===== config.mk =====
export PLATFORM = sky130hd
export DESIGN_NAME = pipe_stage_reg_flat
export DESIGN_NICKNAME = d
export VERILOG_FILES = /design/src/rtl/pipe_stage_reg_if.sv /design/src/rtl/pipe_stage_reg.sv /design/src/flat_wrapper.sv
export SDC_FILE = /design/constraint.sdc
export NUM_CORES = 1
export LEC_CHECK = 0
export ABC_AREA = 1
export CAP_MARGIN = 40
export CORE_MARGIN = 4
export CORE_UTILIZATION = 41
export CTS_CLUSTER_DIAMETER = 120
export DETAILED_ROUTE_END_ITERATION = 8
export PLACE_DENSITY = 0.67
export SLEW_MARGIN = 20
export SYNTH_ARGS = -nofsm -noshare
export SYNTH_HDL_FRONTEND = slang
export SYNTH_SLANG_ARGS = --single-unit

===== constraint.sdc =====
create_clock -name i_clk -period 3.68 [get_ports i_clk]
set_clock_uncertainty 0.15 [all_clocks]
set_input_delay 0.552 -clock i_clk [delete_from_list [all_inputs] [get_ports i_clk]]
set_output_delay 0.552 -clock i_clk [all_outputs]
set_load 0.05 [all_outputs]

===== src/rtl/pipe_stage_reg_if.sv =====
// Valid/ready handshake bundle carrying one pipeline payload plus its control field.
// The stage uses the slave side toward the upstream stage and the master side toward the downstream stage.
interface pipe_stage_reg_if #(
  parameter int DATA_W = 32,
  parameter int CTRL_W = 8
) ();
  logic              valid;
  logic              ready;
  logic [DATA_W-1:0] data;
  logic [CTRL_W-1:0] ctrl;

  modport master (
    output valid,
    output data,
    output ctrl,
    input  ready
  );

  modport slave (
    input  valid,
    input  data,
    input  ctrl,
    output ready
  );
endinterface


===== src/rtl/pipe_stage_reg.sv =====
// Inter-stage pipeline register with valid/ready handshake, stall, flush and an optional skid entry.
// Bubbles always carry zero control, so no write-enable can leak downstream from an invalid slot.
module pipe_stage_reg #(
  parameter int DATA_W = 32,
  parameter int CTRL_W = 8,
  parameter int SKID   = 1
) (
  input  logic           i_clk,
  input  logic           i_rst_n,
  input  logic           i_flush,
  output logic [1:0]     o_occupancy,
  pipe_stage_reg_if.slave  up,
  pipe_stage_reg_if.master dn
);

  // State encoding equals the number of held entries.
  localparam logic [1:0] EMPTY = 2'd0;
  localparam logic [1:0] ONE   = 2'd1;
  localparam logic [1:0] TWO   = 2'd2;

  logic [1:0]        state_reg, state_next;
  logic              valid_reg, valid_next;
  logic [DATA_W-1:0] m_data_reg, m_data_next;
  logic [CTRL_W-1:0] m_ctrl_reg, m_ctrl_next;
  logic [DATA_W-1:0] s_data_reg, s_data_next;
  logic [CTRL_W-1:0] s_ctrl_reg, s_ctrl_next;
  logic              in_xfer;
  logic              out_xfer;

  // With the skid entry, ready depends only on registered state; without it, it passes i_ready through.
  generate
    if (SKID != 0) begin : g_skid
      assign up.ready = (state_reg != TWO);
    end else begin : g_no_skid
      assign up.ready = ~valid_reg | dn.ready;
    end
  endgenerate

  assign in_xfer  = up.valid & up.ready;
  assign out_xfer = valid_reg & dn.ready;

  always_comb begin
    state_next  = state_reg;
    m_data_next = m_data_reg;
    m_ctrl_next = m_ctrl_reg;
    s_data_next = s_data_reg;
    s_ctrl_next = s_ctrl_reg;
    if (i_flush) begin
      // Data may stay stale; clearing control is what turns the slots into bubbles.
      state_next  = EMPTY;
      m_ctrl_next = '0;
      s_ctrl_next = '0;
    end else begin
      case (state_reg)
        EMPTY: begin
          if (in_xfer) begin
            state_next  = ONE;
            m_data_next = up.data;
            m_ctrl_next = up.ctrl;
          end
        end
        ONE: begin
          if (in_xfer && out_xfer) begin
            m_data_next = up.data;
            m_ctrl_next = up.ctrl;
          end else if (in_xfer) begin
            state_next  = TWO;
            s_data_next = up.data;
            s_ctrl_next = up.ctrl;
          end else if (out_xfer) begin
            state_next  = EMPTY;
            m_ctrl_next = '0;
          end
        end
        TWO: begin
          if (out_xfer) begin
            state_next  = ONE;
            m_data_next = s_data_reg;
            m_ctrl_next = s_ctrl_reg;
            s_data_next = '0;
            s_ctrl_next = '0;
          end
        end
        default: begin
          state_next  = EMPTY;
          m_ctrl_next = '0;
          s_ctrl_next = '0;
        end
      endcase
    end
    valid_next = (state_next != EMPTY);
  end

  always_ff @(posedge i_clk or negedge i_rst_n) begin
    if (!i_rst_n) begin
      state_reg  <= EMPTY;
      valid_reg  <= 1'b0;
      m_data_reg <= '0;
      m_ctrl_reg <= '0;
      s_data_reg <= '0;
      s_ctrl_reg <= '0;
    end else begin
      state_reg  <= state_next;
      valid_reg  <= valid_next;
      m_data_reg <= m_data_next;
      m_ctrl_reg <= m_ctrl_next;
      s_data_reg <= s_data_next;
      s_ctrl_reg <= s_ctrl_next;
    end
  end

  assign dn.valid    = valid_reg;
  assign dn.data     = m_data_reg;
  assign dn.ctrl     = m_ctrl_reg;
  assign o_occupancy = state_reg;

endmodule


===== src/flat_wrapper.sv =====
// flat-port wrapper written by rule: the top's interface ports become plain ports
module pipe_stage_reg_flat 
#(
  parameter int DATA_W = 32,
  parameter int CTRL_W = 8,
  parameter int SKID   = 1
)
  (i_clk, i_rst_n, i_flush, o_occupancy, up_valid, up_data, up_ctrl, up_ready, dn_valid, dn_data, dn_ctrl, dn_ready);
  pipe_stage_reg_if #(.DATA_W(DATA_W), .CTRL_W(CTRL_W)) up_i ();
  pipe_stage_reg_if #(.DATA_W(DATA_W), .CTRL_W(CTRL_W)) dn_i ();
  input  logic i_clk;
  input  logic i_rst_n;
  input  logic i_flush;
  output logic [1:0] o_occupancy;
  input wire logic [$bits(up_i.valid)-1:0] up_valid;
  input wire logic [$bits(up_i.data)-1:0] up_data;
  input wire logic [$bits(up_i.ctrl)-1:0] up_ctrl;
  output wire logic [$bits(up_i.ready)-1:0] up_ready;
  output wire logic [$bits(dn_i.valid)-1:0] dn_valid;
  output wire logic [$bits(dn_i.data)-1:0] dn_data;
  output wire logic [$bits(dn_i.ctrl)-1:0] dn_ctrl;
  input wire logic [$bits(dn_i.ready)-1:0] dn_ready;
  assign up_i.valid = up_valid;
  assign up_i.data = up_data;
  assign up_i.ctrl = up_ctrl;
  assign up_ready = up_i.ready;
  assign dn_valid = dn_i.valid;
  assign dn_data = dn_i.data;
  assign dn_ctrl = dn_i.ctrl;
  assign dn_i.ready = dn_ready;
  pipe_stage_reg #(.DATA_W(DATA_W), .CTRL_W(CTRL_W), .SKID(SKID)) u_core (.i_clk(i_clk), .i_rst_n(i_rst_n), .i_flush(i_flush), .o_occupancy(o_occupancy), .up(up_i), .dn(dn_i));
endmodule

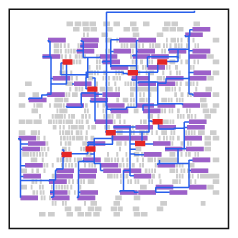
(routed clock nets over the placement)
Drawn at 2 px/um.
legend:
  blue:
    item: clock wires
    length: 1030 um
  red:
    item: clock-net drivers
    count: 9
  purple:
    item: flip-flops
    count: 83
routed clock nets: 10
clock power share: 0.220
Power Clock: 0.753 mW

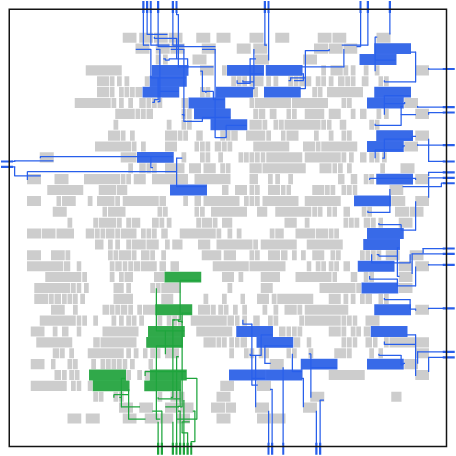
(I/O nets highlighted)
Drawn at 4 px/um.
legend:
  blue:
    port: `dn_data`
    bits: 32
    direction: output
    edge: 14 right, 11 top, 5 bottom, 2 left
    end_cells: 32
    buffers: 32
    wire: 943 um
  green:
    port: `dn_ctrl`
    bits: 8
    direction: output
    edge: bottom
    end_cells: 8
    buffers: 8
    wire: 269 um
count of buffers inserted at the top-level ports: 88
Ports: 89

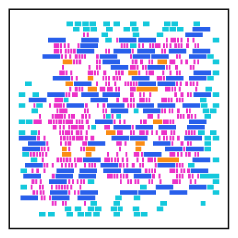
(placement by cell class)
Drawn at 2 px/um.
legend:
  cyan:
    class: remaining buffers and delay cells
    cells: 94
    share_of_their_area: 18%
  orange:
    class: clock drivers and dummy loads
    cells: 16
    share_of_their_area: 4.4%
  blue:
    class: sequential cells
    cells: 83
    share_of_their_area: 40%
  magenta:
    class: remaining logic cells
    cells: 420
    share_of_their_area: 37%

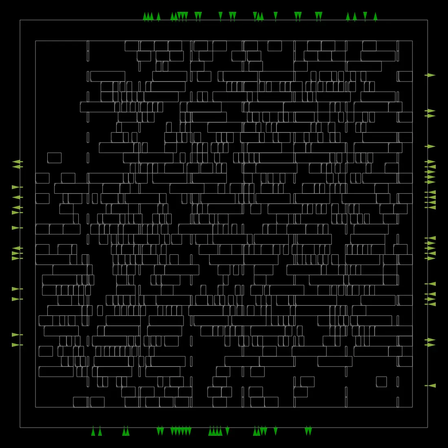
(placed standard cells)
non-filler cells, final: 746
number of rows created at floorplan: 36
Core ar.: 9860 um^2
flop share of the area: 0.391
count of fill cells added during filler insertion: 940

[power groups by stage]
stage / logic (mW) / clock network, mW / registers [mW]
CTS: 1.33 / 0.771 / 1.36
finish: 1.31 / 0.753 / 1.36
global placement: 1.30 / 0 / 1.37
global route: 1.43 / 0.815 / 1.39
detailed placement: 1.32 / 0 / 1.37
floorplan: 0.490 / 0 / 1.78
[worst max-delay path by stage]
stage / startpoint / to / slack (ns)
floorplan: u_core.o_occupancy[0]$_DFF_PN0_ / up_ready / 1.07
global placement: u_core.o_occupancy[0]$_DFF_PN0_ / u_core.s_data_reg[0]$_DFFE_PN0P_ / 0.78
detailed placement: u_core.o_occupancy[0]$_DFF_PN0_ / u_core.s_data_reg[30]$_DFFE_PN0P_ / 0.80
CTS: u_core.o_occupancy[0]$_DFF_PN0_ / u_core.s_data_reg[30]$_DFFE_PN0P_ / 0.77
global route: u_core.o_occupancy[0]$_DFF_PN0_ / u_core.s_data_reg[1]$_DFFE_PN0P_ / 0.54
finish: u_core.o_occupancy[0]$_DFF_PN0_ / u_core.s_data_reg[30]$_DFFE_PN0P_ / 0.78
[synthesized netlist by cell type]
library cell | number | area share
sky130_fd_sc_hd__a21oi_1 | 1 | 0.0012
sky130_fd_sc_hd__a31oi_1 | 1 | 0.0015
sky130_fd_sc_hd__buf_2 | 6 | 0.0072
sky130_fd_sc_hd__buf_6 | 12 | 0.032
sky130_fd_sc_hd__clkbuf_1 | 9 | 0.0081
sky130_fd_sc_hd__dfrtp_1 | 83 | 0.50
sky130_fd_sc_hd__ha_1 | 5 | 0.015
sky130_fd_sc_hd__inv_1 | 10 | 0.0090
sky130_fd_sc_hd__inv_2 | 1 | 0.00090
sky130_fd_sc_hd__inv_4 | 1 | 0.0015
sky130_fd_sc_hd__inv_6 | 1 | 0.0021
sky130_fd_sc_hd__nand2_1 | 306 | 0.28
sky130_fd_sc_hd__nand2_2 | 3 | 0.0045
sky130_fd_sc_hd__nand2_4 | 1 | 0.0027
sky130_fd_sc_hd__nand3_1 | 34 | 0.041
sky130_fd_sc_hd__nand3_2 | 1 | 0.0024
sky130_fd_sc_hd__nand4_1 | 1 | 0.0015
sky130_fd_sc_hd__nor2_1 | 4 | 0.0036
sky130_fd_sc_hd__nor2_2 | 2 | 0.0030
sky130_fd_sc_hd__nor2_4 | 1 | 0.0027
sky130_fd_sc_hd__o211ai_1 | 1 | 0.0018
sky130_fd_sc_hd__o21ai_0 | 11 | 0.013
sky130_fd_sc_hd__o21ai_2 | 34 | 0.071
sky130_fd_sc_hd__or2_1 | 1 | 0.0015
[per-stage QoR]
stage               hold slack [ns]  instances
floorplan                     0.106        530
global placement              0.302        729
detailed placement            0.309        730
CTS                          0.0201        746
global route                 0.0402        746
finish                       0.0161        746
[metal layers]
layer / GRT usage / share of wire / vias to the layer above / routed length, um
met5: 0 / 0 / - / 0
met1: 0.227 / 0.45 / 1671 / 4400
met4: 0.0469 / 0.0090 / 0 / 89
met3: 0.0420 / 0.055 / 5 / 544
li1: - / - / 1810 / -
met2: 0.294 / 0.49 / 94 / 4800
==> summary.txt <==
State of the implementation.

- The number of well-tap cells placed is 133, for reference.
- The number of hold buffers added after CTS was 0.
- The clock network area share is 0.0431, for reference.
- The finished design was reported to have a net count of 658.
- The combinational share of power is 0.383, for reference.
- Measured against the total synthesized area, the mux share comes to 0.
- Leaving out fill and tap cells, the most frequent cells in the layout are 306 x sky130_fd_sc_hd__nand2_1, 86 x sky130_fd_sc_hd__clkdlybuf4s50_1, 83 x sky130_fd_sc_hd__dfrtp_1.
- After detailed routing, the number of remaining DRC violations is 0.
- From the final report, the count of setup violators was given as 0.
- The critical register-to-register path startpoint is u_core.o_occupancy[0]$_DFF_PN0_, for reference.
- The run finished with clean final reports.
- The effective utilization at floorplan is 0.423, for reference.
- The overall power is 3.42 mW, for reference.
- In this run the number of H-tree levels came out at 3.
- Per the CTS log, the root buffer master is sky130_fd_sc_hd__clkbuf_8.
- The most common library cell in the layout ignoring fill and taps is sky130_fd_sc_hd__nand2_1, for reference.
- The fmax is 0.345 GHz, for reference.
- The width of the die is 109 um, for reference.
- The total negative slack for setup checks is 0 ns, for reference.
- In the log, the iteration count for the first detailed-route pass is 5.
- The kind of cell adding the most delay to the critical path is buffers and inverters, for reference.
- The post-cts repair resize count is 0, for reference.
- In the final layout, the multi-input gates occupy 1840 um^2.
- The congestion estimate from routability-driven global placement came to 0.824.
- The minimum clock period is 2.90 ns, for reference.
- The synthesized area divided by synthesized cell count is 7.88 um^2, for reference.
- The average detailed-routed wire length per instance is 13.2 um, for reference.
- The data required time at the worst endpoint is 3.80 ns, for reference.
- After synthesis, the design contains 530 cells according to Yosys.
- At the pin with the least slew margin, the transition time is 0.788 ns.
- Across the run, the number of max-cap violations was 0.
- The area share of and/or/nand/nor cells after synthesis is 0.338, for reference.
- The detail route stage leaves a number of antenna-violating nets equal to 0.
- On the worst setup and hold paths after CTS, the clock-pin slew comes to 0.09 ns.
- The detailed-route wire length is 9840 um, for reference.
- The worst hold path belongs to the class primary input to asynchronous set/reset pin.
- The number of clock buffers in the layout is 9, for reference.
- In this run, the synthesized area fraction spent on AND-OR/OR-AND gates is recorded as 0.0890.
- The worst setup slack before clock tree synthesis is 0.797 ns, for reference.
- In the layout the tool counted multi-input logic cells amounting to 407.
- Post-synthesis, Yosys gives the total cell area as 4180 um^2.
- The number of global-route vias before repair is 3414, for reference.
- The cell at the slowest stage of the critical path is sky130_fd_sc_hd__buf_4, for reference.
- The largest single stage delay on the critical path is 0.63 ns.
- STA classifies the critical path endpoint as a flop.
- The total global-route track usage is 0.175, for reference.
- The yosys warning tally is 0, for reference.
- In this design, the critical path's most frequently occurring cell is sky130_fd_sc_hd__buf_4.
- Per STA, the worst path is made up of inv_1, ha_1, buf_4, inv_4, nor2_2, nor2_1, nand3_2, buf_4, nand2_1, o21ai_2.
Power and IR drop assume default switching activity.
